**Drive-strength map**

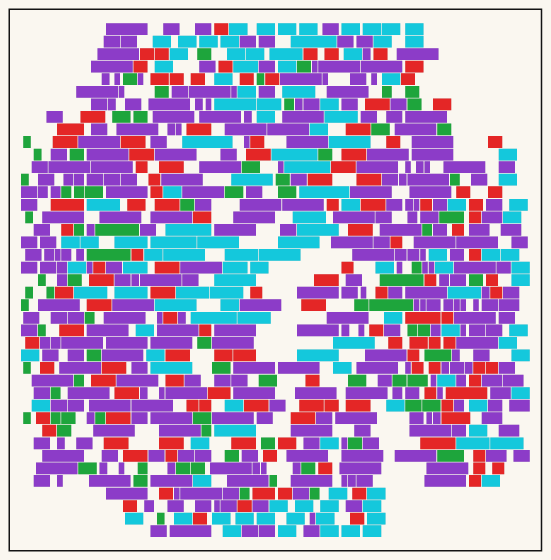
**Placed cells, one colour a class**

Fill, decap, tap and diode cells in grey.
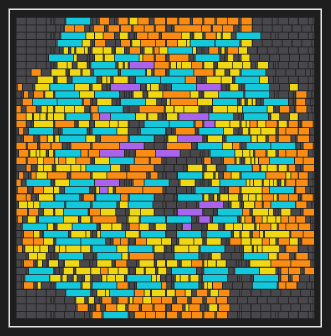
**Nets reached from selected ports**

The bar under the picture is 20 um long.
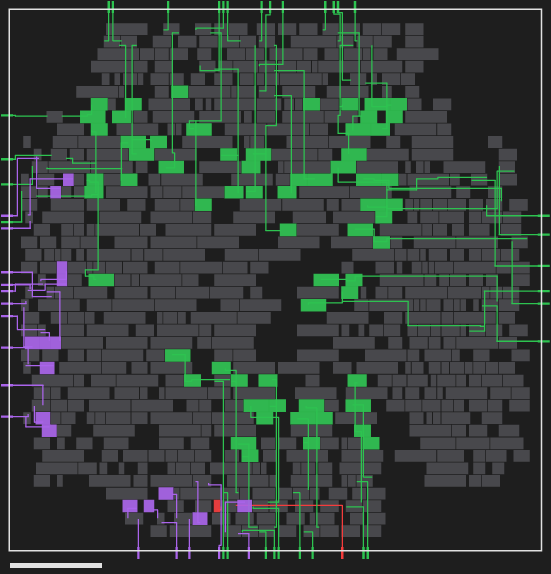
**Wiring by layer**

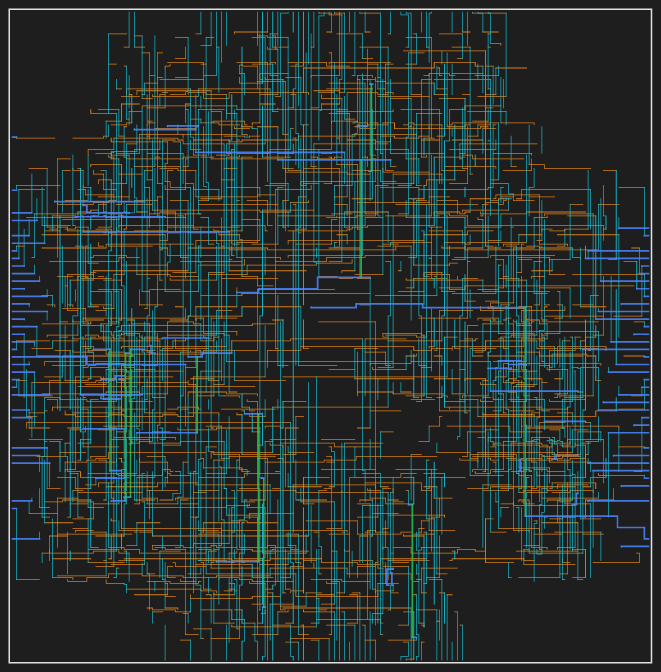
**Cell outlines without signal wires**

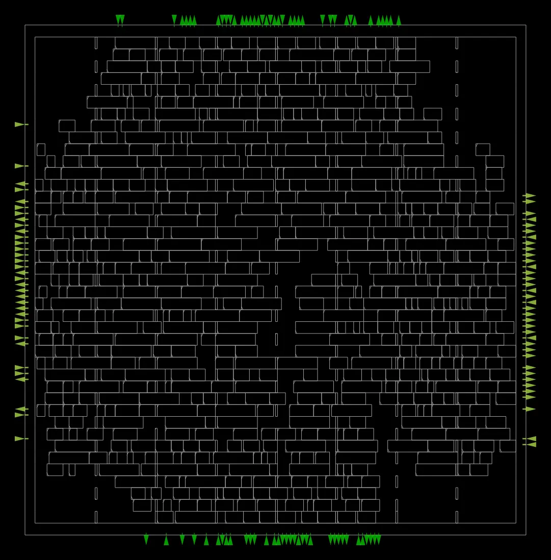
File: config.mk
export PLATFORM = sky130hd
export DESIGN_NAME = if_id_skid_reg
export DESIGN_NICKNAME = d
export VERILOG_FILES = /design/src/rtl/if_id_skid_reg.sv
export SDC_FILE = /design/constraint.sdc
export NUM_CORES = 1
export LEC_CHECK = 0
export CAP_MARGIN = 20
export CORE_AREA = 2 2 113 115
export DETAILED_ROUTE_END_ITERATION = 12
export DIE_AREA = 0 0 115 117
export PLACE_DENSITY = 0.76
export SYNTH_ARGS = -nofsm -noshare
export SYNTH_HDL_FRONTEND = slang
export SYNTH_SLANG_ARGS = --single-unit
File: constraint.sdc
create_clock -name clk -period 1.6 [get_ports clk]
set_clock_uncertainty 0.1 [all_clocks]
set_input_delay 0.16 -clock clk [delete_from_list [all_inputs] [get_ports clk]]
set_output_delay 0.16 -clock clk [all_outputs]
set_load 0.005 [all_outputs]
File: src/rtl/if_id_skid_reg.sv
// Elastic IF/ID pipeline register: valid/ready handshake with a one-entry skid
// buffer, synchronous flush, hazard stall, RISC-V field decode and bubble counter.
module if_id_skid_reg #(
    parameter int                   PC_W      = 15,
    parameter int                   INSTR_W   = 32,
    parameter logic [INSTR_W-1:0]   NOP_INSTR = 32'h00000013,
    parameter int                   CNT_W     = 16
) (
    input  logic               clk,
    input  logic               reset_n,
    input  logic               flush,
    input  logic               stall,
    input  logic               in_valid,
    output logic               in_ready,
    input  logic [PC_W-1:0]    pc_in,
    input  logic [INSTR_W-1:0] instr_in,
    output logic               out_valid,
    input  logic               out_ready,
    output logic [PC_W-1:0]    pc_out,
    output logic [INSTR_W-1:0] instr_out,
    output logic [4:0]         rs1,
    output logic [4:0]         rs2,
    output logic [4:0]         rd,
    output logic [6:0]         opcode,
    output logic [2:0]         funct3,
    output logic [CNT_W-1:0]   bubble_cnt
);

    logic               m_valid_r, m_valid_s;
    logic [PC_W-1:0]    m_pc_r, m_pc_s;
    logic [INSTR_W-1:0] m_instr_r, m_instr_s;
    logic               s_valid_r, s_valid_s;
    logic [PC_W-1:0]    s_pc_r, s_pc_s;
    logic [INSTR_W-1:0] s_instr_r, s_instr_s;
    logic [CNT_W-1:0]   bubble_cnt_r, bubble_cnt_s;
    logic               take_s;
    logic               acc_s;

    // Saturating increment: holds at all-ones instead of wrapping.
    function automatic logic [CNT_W-1:0] sat_inc(input logic [CNT_W-1:0] v);
        if (&v) begin
            sat_inc = v;
        end else begin
            sat_inc = v + {{(CNT_W-1){1'b0}}, 1'b1};
        end
    endfunction

    assign take_s   = out_ready & ~stall;
    assign in_ready = ~s_valid_r;
    assign acc_s    = in_valid & ~s_valid_r;

    // Next-state for main/skid entries and the bubble counter.
    always_comb begin
        m_valid_s    = m_valid_r;
        m_pc_s       = m_pc_r;
        m_instr_s    = m_instr_r;
        s_valid_s    = s_valid_r;
        s_pc_s       = s_pc_r;
        s_instr_s    = s_instr_r;
        bubble_cnt_s = bubble_cnt_r;

        if (!m_valid_r) begin
            bubble_cnt_s = sat_inc(bubble_cnt_r);
        end else begin
            bubble_cnt_s = bubble_cnt_r;
        end

        if (flush) begin
            m_valid_s = 1'b0;
            s_valid_s = 1'b0;
        end else if (!m_valid_r || take_s) begin
            if (s_valid_r) begin
                // Skid drains first to keep FIFO order; in_ready is low here.
                m_valid_s = 1'b1;
                m_pc_s    = s_pc_r;
                m_instr_s = s_instr_r;
                s_valid_s = 1'b0;
            end else if (acc_s) begin
                m_valid_s = 1'b1;
                m_pc_s    = pc_in;
                m_instr_s = instr_in;
            end else begin
                m_valid_s = 1'b0;
            end
        end else begin
            if (acc_s) begin
                s_valid_s = 1'b1;
                s_pc_s    = pc_in;
                s_instr_s = instr_in;
            end else begin
                s_valid_s = s_valid_r;
            end
        end
    end

    // State registers with asynchronous active-low reset.
    always_ff @(posedge clk or negedge reset_n) begin
        if (!reset_n) begin
            m_valid_r    <= 1'b0;
            m_pc_r       <= '0;
            m_instr_r    <= '0;
            s_valid_r    <= 1'b0;
            s_pc_r       <= '0;
            s_instr_r    <= '0;
            bubble_cnt_r <= '0;
        end else begin
            m_valid_r    <= m_valid_s;
            m_pc_r       <= m_pc_s;
            m_instr_r    <= m_instr_s;
            s_valid_r    <= s_valid_s;
            s_pc_r       <= s_pc_s;
            s_instr_r    <= s_instr_s;
            bubble_cnt_r <= bubble_cnt_s;
        end
    end

    assign out_valid  = m_valid_r;
    assign pc_out     = m_valid_r ? m_pc_r : '0;
    assign instr_out  = m_valid_r ? m_instr_r : NOP_INSTR;
    assign rs1        = instr_out[19:15];
    assign rs2        = instr_out[24:20];
    assign rd         = instr_out[11:7];
    assign opcode     = instr_out[6:0];
    assign funct3     = instr_out[14:12];
    assign bubble_cnt = bubble_cnt_r;

endmodule
==> out/writeup.txt <==
The flow ran to the end, but the final reports show violations. The final reports fail on negative setup slack. The run gives 150 as the tap cell count. The count of non-CTS inverters in the layout works out to 3.

TritonCTS built the clock tree. The tree built by TritonCTS fans out to 112 sinks. The synthesis run identifies the leading combinational cell family as multiplexers. met2 is the most crowded layer. Counting I/O delays and the setup requirement, the final critical path takes 1.87 ns.

For the pin with the worst max-slew slack, the measured transition is 0.304 ns. The register fraction of the total cell area came out at 32.3%. The power density over cell area is 1070 nW/um2, and the post-layout period usage of the worst path is 117%. Detailed routing placed a total of 691 um of wire on met3. STA classifies the critical path endpoint as a flip-flop.

With the final setup violation count at 168, the clock-cell share of area is 3.87%. Summed over all nets, wire length on met2 after detailed routing comes to 8740 um. The tools report the slack of the critical path as -0.268 ns. The detail route stage leaves a number of antenna-violating nets equal to 0. Synthesis produced a netlist with a net count of 525. The tools report the placer congestion estimate as 0.841. Hold timing on the final database bottoms out at a slack of 0.265 ns. The run gives 815 for the post-layout instance count excluding filler cells. For this run, the leading register cell type out of synthesis is sky130_fd_sc_hd__dfrtp_1.

The launch point of the worst register-to-register path is recorded as out_valid$_DFFE_PN0N_.
Back to the opening pictures, 'drive-strength map':
_3 and _4 cells: shown in red, cells 129, share 19%. _6 and larger: shown in cyan, cells 126, share 19%. _0 and _1 cells: shown in purple, cells 329, share 49%. _2 cells: shown in green, cells 81, share 12%.

Back to the opening pictures, 'placed cells, one colour a class':
other buffers and delay cells: shown in orange, cells 232, share of their area 31%. clock drivers and dummy loads: shown in purple, cells 16, share of their area 4.0%. flops: shown in cyan, cells 112, share of their area 33%. combinational and other logic: shown in yellow, cells 305, share of their area 32%.

Back to the opening pictures, 'nets reached from selected ports':
in_ready: shown in red, bits 1, direction output, end cells 1, buffers 1, wire 33.7 um. instr_in: shown in green, bits 32, direction input, end cells 64, buffers 32, wire 1410 um. pc_out: shown in purple, bits 15, direction output, end cells 15, buffers 15, wire 255 um.

Back to the opening pictures, 'wiring by layer':
metal 2: shown in cyan, wire length 8740 um. metal 1: shown in orange, wire length 6680 um. metal 4: shown in green, wire length 236 um. metal 3: shown in blue, wire length 692 um.

Back to the opening pictures, 'cell outlines without signal wires':
core region area: 12300 um2
end-of-flow core utilization: 70.6%
FF+latch count: 112

Power and IR drop assume default switching activity.
